File: src/rtl/counter_cmd_sequencer.sv
// counter_cmd_sequencer: runs LOAD/UP/DOWN/WAIT commands against an external up/down counter.
// Optional CNT_SEQ_OVF_STOP_EN ends a RUN early on the first sampled cnt_ovf.
module counter_cmd_sequencer #(
  parameter int bits = 8
) (
  input  logic            c,
  input  logic            clr,
  input  logic            cmd_valid,
  output logic            cmd_ready,
  input  logic [1:0]      cmd_op,
  input  logic [bits-1:0] cmd_arg,
  output logic            cnt_en,
  output logic            cnt_dir,
  output logic            cnt_ld,
  output logic [bits-1:0] cnt_in,
  input  logic            cnt_ovf,
  output logic            busy,
  output logic            done,
  output logic            ovf_seen
);
  typedef enum logic [2:0] {IDLE, LOAD, RUN, WAIT, DONE} state_t;
  state_t state_q, state_d;
  logic [bits-1:0] step_q, step_d, cnt_in_q, cnt_in_d;
  logic cnt_en_q, cnt_en_d, cnt_dir_q, cnt_dir_d, cnt_ld_q, cnt_ld_d;
  logic busy_q, busy_d, done_q, done_d, ovf_seen_q, ovf_seen_d;
  logic last;
  assign cmd_ready = state_q == IDLE && !clr;
`ifdef CNT_SEQ_OVF_STOP_EN
  assign last = step_q == bits'(1) || (state_q == RUN && cnt_ovf);
`else
  assign last = step_q == bits'(1);
`endif
  // Outputs are registered, so each branch computes the values for the state being entered.
  always_comb begin
    state_d    = state_q;
    step_d     = step_q;
    cnt_en_d   = 1'b0;
    cnt_ld_d   = 1'b0;
    cnt_dir_d  = cnt_dir_q;
    cnt_in_d   = cnt_in_q;
    busy_d     = busy_q;
    done_d     = 1'b0;
    ovf_seen_d = ovf_seen_q | (cnt_ovf & busy_q);
    case (state_q)
      IDLE: if (cmd_valid && cmd_ready) begin
        ovf_seen_d = 1'b0;
        busy_d     = 1'b1;
        if (cmd_op == 2'b00) begin
          state_d  = LOAD;
          cnt_ld_d = 1'b1;
          cnt_in_d = cmd_arg;
        end else begin
          cnt_dir_d = cmd_op == 2'b11 ? cnt_dir_q : cmd_op[1];
          step_d    = cmd_arg;
          if (cmd_arg == '0) begin
            state_d = DONE;
            done_d  = 1'b1;
            busy_d  = 1'b0;
          end else begin
            state_d  = cmd_op == 2'b11 ? WAIT : RUN;
            cnt_en_d = cmd_op != 2'b11;
          end
        end
      end
      LOAD: begin
        state_d = DONE;
        done_d  = 1'b1;
        busy_d  = 1'b0;
      end
      RUN, WAIT: begin
        if (last) begin
          state_d = DONE;
          step_d  = '0;
          done_d  = 1'b1;
          busy_d  = 1'b0;
        end else begin
          step_d   = step_q - bits'(1);
          cnt_en_d = state_q == RUN;
        end
      end
      DONE: state_d = IDLE;
      default: begin
        state_d = IDLE;
        busy_d  = 1'b0;
      end
    endcase
  end
  always_ff @(posedge c or posedge clr) begin
    if (clr) begin
      state_q    <= IDLE;
      step_q     <= '0;
      cnt_en_q   <= 1'b0;
      cnt_dir_q  <= 1'b0;
      cnt_ld_q   <= 1'b0;
      cnt_in_q   <= '0;
      busy_q     <= 1'b0;
      done_q     <= 1'b0;
      ovf_seen_q <= 1'b0;
    end else begin
      state_q    <= state_d;
      step_q     <= step_d;
      cnt_en_q   <= cnt_en_d;
      cnt_dir_q  <= cnt_dir_d;
      cnt_ld_q   <= cnt_ld_d;
      cnt_in_q   <= cnt_in_d;
      busy_q     <= busy_d;
      done_q     <= done_d;
      ovf_seen_q <= ovf_seen_d;
    end
  end
  assign cnt_en   = cnt_en_q;
  assign cnt_dir  = cnt_dir_q;
  assign cnt_ld   = cnt_ld_q;
  assign cnt_in   = cnt_in_q;
  assign busy     = busy_q;
  assign done     = done_q;
  assign ovf_seen = ovf_seen_q;
endmodule

File: config.mk
export PLATFORM = sky130hd
export DESIGN_NAME = counter_cmd_sequencer
export DESIGN_NICKNAME = d
export VERILOG_FILES = /design/src/rtl/counter_cmd_sequencer.sv
export SDC_FILE = /design/constraint.sdc
export NUM_CORES = 1
export LEC_CHECK = 0
export ABC_CLOCK_PERIOD_IN_PS = 1600
export CAP_MARGIN = 20
export CORE_ASPECT_RATIO = 1.1
export CORE_MARGIN = 5
export CORE_UTILIZATION = 45
export CTS_BUF_LIST = sky130_fd_sc_hd__clkbuf_16
export CTS_CLUSTER_SIZE = 40
export DETAILED_ROUTE_END_ITERATION = 10
export PLACE_DENSITY_LB_ADDON = 0.1
export SYNTH_ARGS = -nofsm -noshare
export SYNTH_HDL_FRONTEND = slang
export SYNTH_SLANG_ARGS = --single-unit
File: constraint.sdc
create_clock -name c -period 1.6 [get_ports c]
set_clock_uncertainty 0.1 [all_clocks]
set_input_delay 0.24 -clock c [delete_from_list [all_inputs] [get_ports c]]
set_output_delay 0.24 -clock c [all_outputs]
set_load 0.02 [all_outputs]
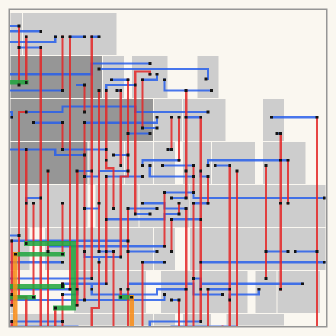
Figure 1: run 1, zoomed window.
Region (36, 40) to (56, 60) µm. Cells in gray, sequential cells in the stronger gray; small squares are vias.
[metal 1] blue
[metal 2] red
[metal 4] orange
[metal 3] green
most frequent: buf_4 (5), inv_1 (4), dfrtp_1 (3)
cells with their middle in the window: 28
netlist names of flops here include: `step_q` (3)
sequential cells in the window: 3

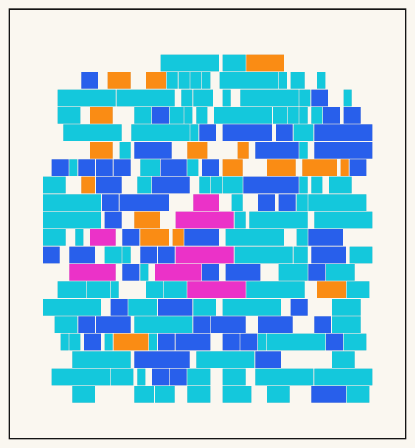
Figure 2: run 1, sizing map.
[_2 cells] orange | cells: 17
[_0 and _1 cells] cyan | cells: 104
[_6 and larger] magenta | cells: 7
[_3 and _4 cells] blue | cells: 59
setup ws final: -0.0924 ns
number of buffers outside the clock class in the layout: 66
growth of design area from synthesis to finish: 66.4%
post-route cell area: 2190 µm²

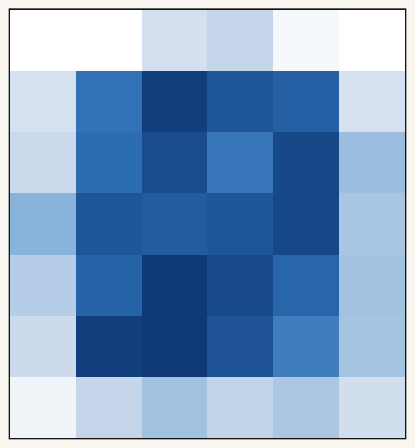
Figure 3: run 1, cell density map.
6 x 7 tiles, from white (low) to dark blue (high), 0 to 100% covered.
fullest tile: 96%
mean over tiles: 52%
densest ninth of the die: center
nearly empty tiles: 7.1%
emptiest ninth of the die: north-west
Core Box Area: 2800 µm²
final standard cell utilization of the core: 78.2%
Core Density at Floorplan: 47.0%

[run 1: worst register-to-register path, delay by kind of cell, from the launching register on]
| family | cells | cell delay (ns) |
|---|---|---|
| and+or+nand+nor | 3 | 0.66 |
| buffers and inverters | 1 | 0.14 |
| DFF | 1 | 0.38 |
| muxes | 1 | 0.30 |
[run 1: metal layers]
metal | vias up | share of wire (%) | GRT usage, % | wire length (µm)
li1 | 579 | - | - | -
met1 | 618 | 38 | 25.4 | 1570
met2 | 47 | 53 | 34.8 | 2180
met3 | 16 | 5.4 | 2.91 | 222
met4 | 0 | 3.7 | 6.10 | 153
met5 | - | 0 | 0 | 0
[run 1: through the flow]
step	cells	hold WS [ns]	power, mW
finish	220	0.305	4.09
global placement	207	0.388	2.98
CTS	216	0.367	3.81
detailed placement	207	0.397	3.04
global route	220	0.322	4.33
floorplan	119	0.167	2.21
[run 1: cell type report]
type / count / share of cell area, %
clock inverter: 1 / 0.228
clock buffer: 3 / 3.42
sequential: 25 / 28.5
tap: 33 / 1.88
inverter: 11 / 1.88
timing repair buffer: 66 / 26.5
multi-input combinational: 81 / 37.6
[run 1: registers in the layout, indices dropped and copies added (netlist names)]
signal,flops
busy,1
cnt_dir,1
cnt_en,1
cnt_in,8
cnt_ld,1
done,1
ovf_seen,1
state_q,3
step_q,8
[run 1: cells by family (layout without fill, tap and decap cells)]
kind of cell | Yosys count | in the layout | share of synthesized area [%]
compound gates | 39 | 39 | 19.9
simple gates | 28 | 29 | 14.3
flops | 25 | 25 | 47.5
buf+inv | 14 | 81 | 4.18
mux | 9 | 9 | 10.3
fa+ha+maj | 4 | 4 | 3.80
[run 1: timing repair]
action | in CTS | in global routing
hold buffers | 0 | 0
setup endpoints to repair | 20 | 29
pin swaps | 13 | 13
resized | 26 | 27
cloned | 2 | 0
setup buffers | 4 | 4
[run 1: power groups by stage]
stage	clock network, mW	logic, mW	registers (mW)
after floorplan	0	0.914	1.29
after global placement	0	1.88	1.10
after detailed placement	0	1.92	1.12
after CTS	0.562	2.12	1.13
after global routing	0.603	2.55	1.18
final	0.564	2.38	1.14
[run 1: cell usage in the layout (no fill, tap or decap), drive strengths merged, types with 2 or more instances in the layout]
cell / n
nor4: 3
nand2: 6
o22ai: 4
a21o: 2
a32oi: 5
clkbuf: 3
nor4b: 2
ha: 4
dfrtp: 25
clkdlybuf4s50: 19
mux2: 9
o31a: 2
dlymetal6s2s: 6
a21oi: 12
inv: 11
o21ai: 7
o31ai: 2
nor2: 9
nor3: 3
buf: 39
dlygate4sd2: 2
[run 1: how the worst min path moves through the flow]
stage,from,to,depth (start not counted)
after floorplan,clr,busy$_DFFE_PP0P_,1
after global placement,ovf_seen$_DFF_PP0_,ovf_seen$_DFF_PP0_,2
after detailed placement,cnt_in[5]$_DFFE_PP0P_,cnt_in[5]$_DFFE_PP0P_,1
after CTS,cmd_op[1],cnt_dir$_DFFE_PP0P_,3
after global routing,cmd_arg[3],cnt_in[3]$_DFFE_PP0P_,3
final,cmd_arg[3],cnt_in[3]$_DFFE_PP0P_,3
==> metrics.yaml, run 1 <==
placement:
  dpl-instance-area_um2: 1860
  gp_congestion: 0.895
  detailedPlace.worstSlack_ns: -0.471
  io_buffers: 28
finish:
  final-seq-area_um2: 626
  layout-drive-gt1-share_pct: 44.4
  layout.area.comb_um2: 823
  insertedDiodeCount: 0
  fin_nets: 206
  fillers: 177
clocking:
  clk_pin_slew_worst_paths_ns: 0.07
  cts_tree: "done"
  cts_htree_levels: 1
  clockRootBuffer: "sky130_fd_sc_hd__clkbuf_16"
  clk_latency_ns: 0.26
  tritoncts_num_sinks: 25
  numCtsBuffers: 3
min_path:
  tightest_hold_check_type: "in2reg"
logic_synthesis:
  synth_cells: 119
  netlist.top_cell.by_area: "sky130_fd_sc_hd__dfrtp_1"
  synth_async_sr_flop_share_pct: 100
  numSynthFlops: 25
  yosys.area.top_type_share_pct: 47.5
  synth.yosys.num_cells: 119
  yosys_area_um2: 1320
  most_instantiated_cells_after_synthesis: "sky130_fd_sc_hd__dfrtp_1, sky130_fd_sc_hd__a21oi_1, sky130_fd_sc_hd__inv_1"
  post-synth-top-count-cell: "sky130_fd_sc_hd__dfrtp_1"
  ys_dominant_reg_cell: "sky130_fd_sc_hd__dfrtp_1"
  netlist-cell-type-count: 34
  synth_sequential_area_ratio_pct: 47.5
  syn_avg_cell_area_um2: 11.1
  synth.yosys.warnings: 0
  enable_flop_cells: 0
  post_synth_main_area_contributors: "sky130_fd_sc_hd__dfrtp_1, sky130_fd_sc_hd__mux2_4, sky130_fd_sc_hd__a21oi_1"
final_timing:
  slew_headroom_pct: 74.7
  worst_pin_slew_ns: 0.378
  slew_viol_final: 0
  timing.final.crit_period_ns: 1.69
  maxClockFrequency_mhz: 591
  setup-tns-final_ns: -1.09
  layout_setup_ws_ns: -0.0924
  grt_setup_unrepaired: "yes"
  hold_viol_final: 0
  finalSetupViolCount: 17
global_routing:
  groute.usage.overall_pct: 20.2
  grt_overflow_total: 0
  via_count_of_the_first_global_routing_pass: 1331
  grt_pass1_wl_mm: 6.18
  grt_max_degree: 19
  grt_antenna_before_repair: 0
route:
  vias_per_cell: 5.73
  post-route-drc-count: 0
  post_drt_wl_per_cell_um: 18.7
  firstDrtPassIters: 4
  wl_mm: 4.12
  route.vias.total: 1260
  postRouteAntennaNets: 0
  dr.first_iter.drc_count: 74
worst_setup_path:
  ff2ff_setup_slack_ns: -0.09
  cp.depth: 5
  worstReg2RegStart: "state_q[2]$_DFFE_PP0P_"
  timing.critical_path.to_type: "register"
  cpLargestDelayFamily: "simple AND/OR/NAND/NOR gates"
  cell_by_cell_listing_of_the_critical_path: "or3_4 > buf_6 > nor2_8 > nand2_4 > mux2_4"
  crit_fanout: 5
  critPathLaunchType: "register"
  critPathRequiredTime_ns: 1.64
  reg2regPathDepth: 5
  timing.critical_path.slowest_cell_delay_ns: 0.39
  critical-path-slowest-cell: "sky130_fd_sc_hd__or3_4"
  crit-reg2reg-capture: "cnt_in[6]$_DFFE_PP0P_"
  critical_path.endpoint: "cnt_in[6]$_DFFE_PP0P_"
  worst-path-buf-inv: 1
pwr:
  switching_share_pct: 39.7
  combinational_power_share_pct: 58.3
  irDropWorstVdd_uv: 1420
  power_frac_clock_pct: 13.8
  power.density_nw_per_um2: 1860
  p_leak_nw: 1.09
  seq_power_share_pct: 27.9
die:
  fp.dieArea_um2: 4110
  die-width_um: 61.6
  boundaryPins: 29
  die_height_um: 66.8
  core.rowCount: 20
run_status:
  status: "complete, but fails checks"
  failed_checks: "setup timing"
job:
  warning_count: 30
  total_of_max_cap_violations: 0
Figure 4. I/O pins on the die edge (run 1).
Bar = 20 µm. Pins as bars across the die edge, other pins in gray.
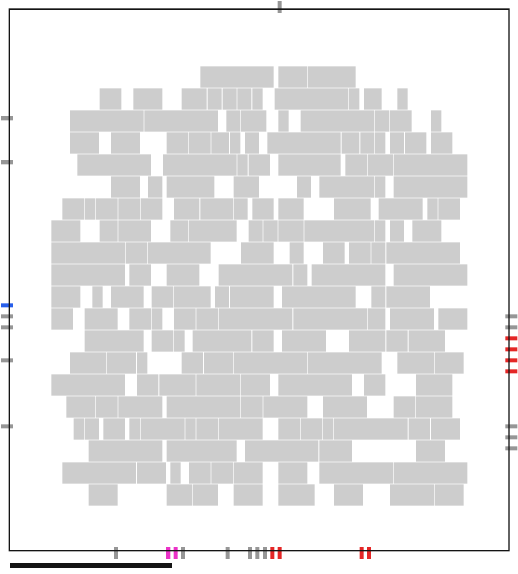

==> run 2: changes to the inputs <==
--- a/config.mk
+++ b/config.mk
@@ -5,14 +5,16 @@
 export SDC_FILE = /design/constraint.sdc
 export NUM_CORES = 1
 export LEC_CHECK = 0
+export ABC_AREA = 1
 export ABC_CLOCK_PERIOD_IN_PS = 1600
 export CAP_MARGIN = 20
 export CORE_ASPECT_RATIO = 1.1
 export CORE_MARGIN = 5
-export CORE_UTILIZATION = 45
+export CORE_UTILIZATION = 46
 export CTS_BUF_LIST = sky130_fd_sc_hd__clkbuf_16
 export CTS_CLUSTER_SIZE = 40
 export DETAILED_ROUTE_END_ITERATION = 10
+export GPL_ROUTABILITY_DRIVEN = 0
 export PLACE_DENSITY_LB_ADDON = 0.1
 export SYNTH_ARGS = -nofsm -noshare
 export SYNTH_HDL_FRONTEND = slang
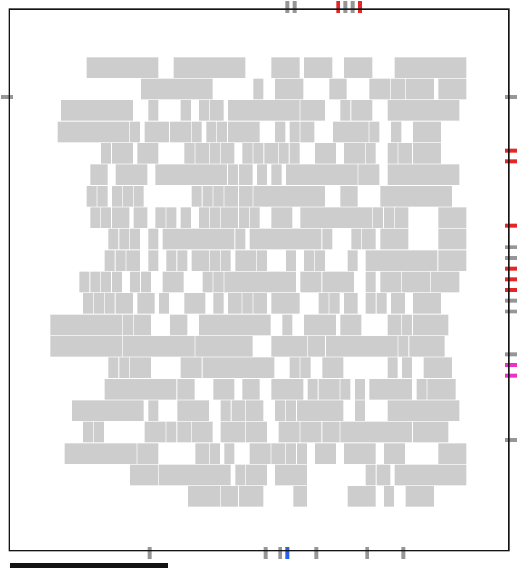
Figure 5: run 2, I/O pins on the die edge.
Bar = 20 µm. Pins as bars across the die edge, other pins in gray.
[`clr`] blue | pins: 1 | direction: input | edge: south
[`cnt_in`] red | pins: 8 | direction: output | edge: 6 east, 2 north
[`cmd_op`] magenta | pins: 2 | direction: input | edge: east
all pins by edge: 15 east, 7 south, 6 north, 1 west
vertical extent of the die: 68.5 µm
tally of buffers added on design ports: 28
width of the die: 63.2 µm

==> run 2 against run 1 <==
  * The flow now finishes without violations
  * Largest cell class unchanged
  * Final cell count grew 32%
  * Cell area shrank 1.7%
  * Non-clock buffer count shrank 6
  * Critical path depth shrank 4
  * Register-to-register slack gained 0.15 ns
  * Count of clock-buffer cells in the layout is the same
  * Fmax grew 9.1%
  * Worst setup slack gained 0.14 ns
==> metrics.yaml, run 2 <==
run_status:
  status: "completed"
global_routing:
  groute.usage.overall_pct: 17.6
  grt_overflow_total: 0
  grt_max_degree: 26
  grt_antenna_before_repair: 0
pwr:
  combinational_power_share_pct: 62.1
  post-layout-total-power_mw: 4.39
  seq_power_share_pct: 25.6
  switching_share_pct: 42.1
  power.density_nw_per_um2: 2030
  power_frac_clock_pct: 12.3
  irDropWorstVdd_uv: 1280
min_path:
  tightest_hold_check_type: "in2async"
worst_setup_path:
  cpLargestDelayFamily: "buffers and inverters"
  critical-path-slowest-cell: "sky130_fd_sc_hd__clkdlybuf4s50_1"
  timing.critical_path.to_type: "output pin"
  cell_by_cell_listing_of_the_critical_path: "clkdlybuf4s50_1"
  worst-path-buf-inv: 1
  worstReg2RegStart: "state_q[0]$_DFFE_PP0P_"
  critPathLaunchType: "register"
  critPathRequiredTime_ns: 1.26
  timing.critical_path.slowest_cell_delay_ns: 0.61
  crit_fanout: 2
logic_synthesis:
  post_synth_main_area_contributors: "sky130_fd_sc_hd__dfrtp_1, sky130_fd_sc_hd__nand2_1, sky130_fd_sc_hd__o21ai_0"
  synth_async_sr_flop_share_pct: 100
  syn_avg_cell_area_um2: 7.34
  synth_sequential_area_ratio_pct: 43.7
  netlist-cell-type-count: 23
  ys_dominant_reg_cell: "sky130_fd_sc_hd__dfrtp_1"
  synth_cells: 195
  synth.yosys.num_cells: 195
  yosys_area_um2: 1430
  most_instantiated_cells_after_synthesis: "sky130_fd_sc_hd__nand2_1, sky130_fd_sc_hd__dfrtp_1, sky130_fd_sc_hd__inv_1, sky130_fd_sc_hd__nor2_1, sky130_fd_sc_hd__o21ai_0"
  netlist.top_cell.by_area: "sky130_fd_sc_hd__dfrtp_1"
  post-synth-top-count-cell: "sky130_fd_sc_hd__nand2_1"
  enable_flop_cells: 0
  yosys.area.top_type_share_pct: 43.7
  numSynthFlops: 25
final_timing:
  finalSetupViolCount: 0
  hold-worst-slack_ns: 0.120
  slew_viol_final: 0
  slew_headroom_pct: 78.0
  worst_pin_slew_ns: 0.330
  timing.final.crit_period_ns: 1.55
  maxClockFrequency_mhz: 645
  grt_setup_unrepaired: "yes"
  hold_viol_final: 0
finish:
  flow.area_growth_from_synthesis_pct: 50.6
  most-common-layout-cells: "sky130_fd_sc_hd__nand2_1, sky130_fd_sc_hd__buf_4, sky130_fd_sc_hd__dfrtp_1"
  insertedDiodeCount: 0
  layout-drive-gt1-share_pct: 24.6
  postLayoutCoreUtil_pct: 71.3
  fin_nets: 275
  layout_top_cell: "sky130_fd_sc_hd__nand2_1"
route:
  dr.first_iter.drc_count: 64
  firstDrtPassIters: 4
  post-route-drc-count: 0
  vias_per_cell: 5.02
  route.vias.total: 1457
  wl_mm: 3.78
  postRouteAntennaNets: 0
  post_drt_wl_per_cell_um: 13.0
die:
  fp.dieArea_um2: 4330
  floorplan.core_util_pct: 47.4
  core.rowCount: 21
  boundaryPins: 29
  fp.coreArea_um2: 3020
clocking:
  tritoncts_num_sinks: 25
  cts_htree_levels: 1
  cts_tree: "done"
  clk_latency_ns: 0.25
  clockRootBuffer: "sky130_fd_sc_hd__clkbuf_16"
  cts_hold_repair.buffers: 0
job:
  total_of_max_cap_violations: 0
==> run 2: through the flow <==
stage	setup TNS, ns	cells	area [µm²]	setup slack, ns
2_1_floorplan	0	195	1440	0.156
3_3_place_gp	-3.43	282	1950	-0.245
3_5_place_dp	-4.09	282	1950	-0.282
4_1_cts	0	286	2040	0.00377
5_1_grt	-0.0890	290	2160	-0.0396
6_report	0	290	2160	0.0493
==> run 2: power by group through the flow <==
| stage | logic [mW] | registers, mW | clock network [mW] |
|---|---|---|---|
| floorplan | 1.19 | 1.29 | 0 |
| detailed placement | 2.39 | 1.12 | 0 |
| global route | 3.01 | 1.16 | 0.582 |
| finish | 2.72 | 1.12 | 0.538 |
| global placement | 2.33 | 1.10 | 0 |
| CTS | 2.43 | 1.11 | 0.554 |
==> run 2: timing repair <==
action,4_1_cts,5_1_grt
endpoints found under the setup margin,5,19
pin swaps,0,3
gates cloned,0,2
gates resized,7,26
setup buffers,0,2
==> run 2: final cells by class <==
cell class                      count  area (µm²)
Fill cell                         244         866
Inverter                           22        88.8
Multi-Input combinational cell    145         754
Timing Repair Buffer               60         566
Sequential cell                    25         626
Clock inverter                      1        3.75
Clock buffer                        3        75.1
Tap cell                           34        42.5
==> run 2: routing by layer <==
layer  vias to the layer above  GRT usage, %  wire (µm)
met5                         -             0          0
met1                       687          21.7       1610
met2                        33          30.8       1930
met4                         0          7.27         53
met3                         4          3.08        187
li1                        733             -          -
==> run 2: logic make-up after synthesis <==
family | count (synthesis) | share of synthesized area (%)
compound gates | 25 | 9.35
fa+ha+maj | 4 | 3.50
simple gates | 115 | 35.1
buf+inv | 26 | 8.39
flops | 25 | 43.7
==> run 2: final timing paths <==
kind                            slack (ns)  cells past startpoint                     to
worst min-delay path                  0.12                      3  step_q[4]$_DFFE_PP0P_
worst min register to register        0.38                      2  cnt_in[6]$_DFFE_PP0P_
worst max register to register        0.06                      9  step_q[0]$_DFFE_PP0P_
max in group asynchronous             1.03                      3       cnt_ld$_DFF_PP0_
worst max-delay path                  0.05                      1                cnt_dir
min in group c                        0.19                      3    cnt_dir$_DFFE_PP0P_
==> run 2: worst min-delay path, cell delays in order <==
cell                             delay, ns
sky130_fd_sc_hd__dlymetal6s2s_1       0.19
sky130_fd_sc_hd__clkinvlp_4           0.12
sky130_fd_sc_hd__buf_4                0.32
Figure 6. Sizing map (run 2).
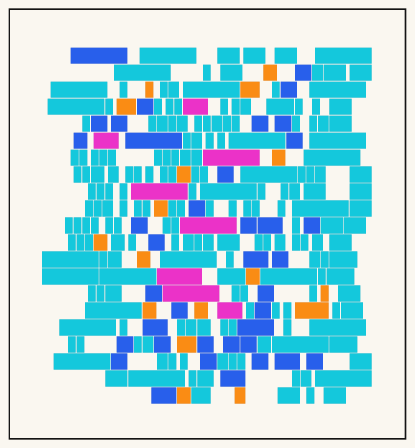

==> run 3: changes to the inputs <==
--- a/config.mk
+++ b/config.mk
@@ -6,15 +6,16 @@
 export NUM_CORES = 1
 export LEC_CHECK = 0
 export ABC_AREA = 1
-export ABC_CLOCK_PERIOD_IN_PS = 1600
-export CAP_MARGIN = 20
+export ABC_CLOCK_PERIOD_IN_PS = 1850
+export CAP_MARGIN = 5
 export CORE_ASPECT_RATIO = 1.1
 export CORE_MARGIN = 5
-export CORE_UTILIZATION = 46
+export CORE_UTILIZATION = 50
 export CTS_BUF_LIST = sky130_fd_sc_hd__clkbuf_16
 export CTS_CLUSTER_SIZE = 40
 export DETAILED_ROUTE_END_ITERATION = 10
 export GPL_ROUTABILITY_DRIVEN = 0
+export MAX_ROUTING_LAYER = met4
 export PLACE_DENSITY_LB_ADDON = 0.1
 export SYNTH_ARGS = -nofsm -noshare
 export SYNTH_HDL_FRONTEND = slang
==> constraint.sdc (replaced) <==
create_clock -name c -period 1.85 [get_ports c]
set_clock_uncertainty 0.1 [all_clocks]
set_input_delay 0.2775 -clock c [delete_from_list [all_inputs] [get_ports c]]
set_output_delay 0.2775 -clock c [all_outputs]
set_load 0.02 [all_outputs]
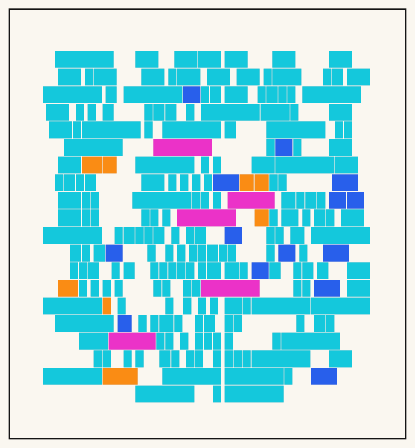
Figure 7: run 3, sizing map.
[_6 and larger] magenta | cells: 5
[_3 and _4 cells] blue | cells: 14
[_2 cells] orange | cells: 8
[_0 and _1 cells] cyan | cells: 206
post-route cell area: 1900 µm²
setup ws final: 0.0760 ns
growth of design area from synthesis to finish: 32.7%

==> run 3 against run 2 <==
  * Cell area is 12% lower
  * Critical path depth is 3 higher
  * Non-clock buffer count is 22 lower
  * Sequential power is about 10% lower
==> metrics.yaml, run 3 <==
clocking:
  cts_hold_repair.buffers: 0
  cts_tree: "done"
  clk_latency_ns: 0.26
  clockRootBuffer: "sky130_fd_sc_hd__clkbuf_16"
  clk_pin_slew_worst_paths_ns: 0.06
  cts.repair_timing.setup_buffer_count: 0
  numCtsBuffers: 3
  cts_htree_levels: 1
  tritoncts_num_sinks: 25
pwr:
  irDropWorstVdd_uv: 994
  post-layout-total-power_mw: 3.38
  p_leak_nw: 0.969
  power.density_nw_per_um2: 1780
finish:
  most-common-layout-cells: "sky130_fd_sc_hd__nand2_1, sky130_fd_sc_hd__clkdlybuf4s50_1, sky130_fd_sc_hd__dfrtp_1"
  layout-drive-gt1-share_pct: 11.6
  final_cell_count_no_fill: 266
  fin_nets: 252
logic_synthesis:
  post-synth-top-count-cell: "sky130_fd_sc_hd__nand2_1"
  synth.yosys.num_cells: 195
  ys_dominant_reg_cell: "sky130_fd_sc_hd__dfrtp_1"
  netlist-cell-type-count: 23
  numSynthFlops: 25
  synth_sequential_area_ratio_pct: 43.7
  post_synth_main_area_contributors: "sky130_fd_sc_hd__dfrtp_1, sky130_fd_sc_hd__nand2_1, sky130_fd_sc_hd__o21ai_0"
  enable_flop_cells: 0
  synth_async_sr_flop_share_pct: 100
  most_instantiated_cells_after_synthesis: "sky130_fd_sc_hd__nand2_1, sky130_fd_sc_hd__dfrtp_1, sky130_fd_sc_hd__inv_1, sky130_fd_sc_hd__nor2_1, sky130_fd_sc_hd__o21ai_0"
  syn_avg_cell_area_um2: 7.34
  synth.yosys.warnings: 0
  yosys.area.top_type_share_pct: 43.7
die:
  die-width_um: 61.0
  fp.coreArea_um2: 2750
  die_height_um: 66.1
  fp.dieArea_um2: 4030
  core.rowCount: 20
  boundaryPins: 29
  floorplan.core_util_pct: 52.0
job:
  total_of_max_cap_violations: 0
  warning_count: 28
route:
  route.vias.total: 1338
  post_drt_wl_per_cell_um: 12.5
  highest_layer: "met4"
  met3_wl_um: 121
  wl_mm: 3.34
  vias_per_cell: 5.03
  wl_met1_mm: 1.33
  postRouteAntennaNets: 0
  dr.first_iter.drc_count: 31
  firstDrtPassIters: 5
min_path:
  tightest_hold_check_type: "reg2reg"
global_routing:
  groute.usage.overall_pct: 19.8
  grt_pass1_wl_mm: 5.88
  grt_overflow_total: 0
  grt_max_degree: 26
  grt_antenna_before_repair: 0
  via_count_of_the_first_global_routing_pass: 1382
placement:
  io_buffers: 28
  dpl-instance-area_um2: 1820
run_status:
  status: "completed"
final_timing:
  slew_viol_final: 0
  timing.final.crit_period_ns: 1.77
  hold-worst-slack_ns: 0.400
  slew_headroom_pct: 79.1
  maxClockFrequency_mhz: 564
  grt_setup_unrepaired: "no"
  worst_pin_slew_ns: 0.313
worst_setup_path:
  crit_fanout: 5
  critPathRequiredTime_ns: 1.47
  ff2ff_setup_slack_ns: 0.21
  critPathLaunchType: "register"
  timing.critical_path.to_type: "output pin"
==> run 3: cell counts after synthesis <==
Identical to the previous run, type by type.
==> run 3: what timing repair did <==
action | 4_1_cts | 5_1_grt
resized | 1 | 4
setup endpoints to repair | 1 | 3
cloned | 0 | 0
==> run 3: metal layers <==
metal / up-vias / track usage, %
li1: 682 / -
met1: 623 / 22.0
met3: 7 / 2.54
met4: 0 / 6.78
met5: - / -
met2: 26 / 35.6
==> run 3: cell type report <==
cell class                      instances  area [µm²]
Fill cell                             239         853
Sequential cell                        25         626
Clock inverter                          1        3.75
Inverter                               22        85.1
Tap cell                               33        41.3
Timing Repair Buffer                   38         380
Multi-Input combinational cell        144         688
Clock buffer                            3        75.1
==> run 3: critical path: stages (launching register included) <==
cell                              delay, ns
sky130_fd_sc_hd__dfrtp_1               0.45
sky130_fd_sc_hd__nor2_4                0.19
sky130_fd_sc_hd__nand2_4               0.10
sky130_fd_sc_hd__nor2_4                0.09
sky130_fd_sc_hd__clkdlybuf4s15_1       0.31
==> run 3: kinds of logic (layout without fill, tap and decap cells) <==
group	count (synthesis)	count (layout)	synth area share, %
AND-OR/OR-AND	25	25	9.35
adder cells (fa/ha/maj)	4	4	3.50
buffers and inverters	26	64	8.39
flip-flops	25	25	43.7
AND/OR/NAND/NOR	115	115	35.1
==> run 3: power breakdown <==
part,internal (mW),leakage (nW),switching (mW)
sequential,0.801,0.311,0.178
combinational,0.847,0.615,1.08
clock,0.289,0.0423,0.178
total,1.94,0.969,1.44
==> run 3: path summary, 6_finish.rpt <==
path | from | endpoint | cells past startpoint
worst max-delay path | state_q[0]$_DFFE_PP0P_ | cmd_ready | 4
worst min-delay path | cnt_in[6]$_DFFE_PP0P_ | cnt_in[6]$_DFFE_PP0P_ | 2
worst max register to register | state_q[0]$_DFFE_PP0P_ | cnt_in[3]$_DFFE_PP0P_ | 8
worst min register to register | cnt_in[6]$_DFFE_PP0P_ | cnt_in[6]$_DFFE_PP0P_ | 2
max in group asynchronous | clr | step_q[0]$_DFFE_PP0P_ | 3
min in group asynchronous | clr | cnt_en$_DFF_PP0_ | 3
==> run 3: stage by stage <==
step           setup slack (ns)  setup TNS (ns)  util, %
2_1_floorplan             0.181               0        -
3_3_place_gp           -0.00849         -0.0160     66.0
3_5_place_dp            -0.0380          -0.149     66.0
6_report                 0.0760               0     69.0
5_1_grt                  0.0194               0     69.0
4_1_cts                  0.0386               0     68.9
No activity file was given, so power comes from the tool's default toggle rates.
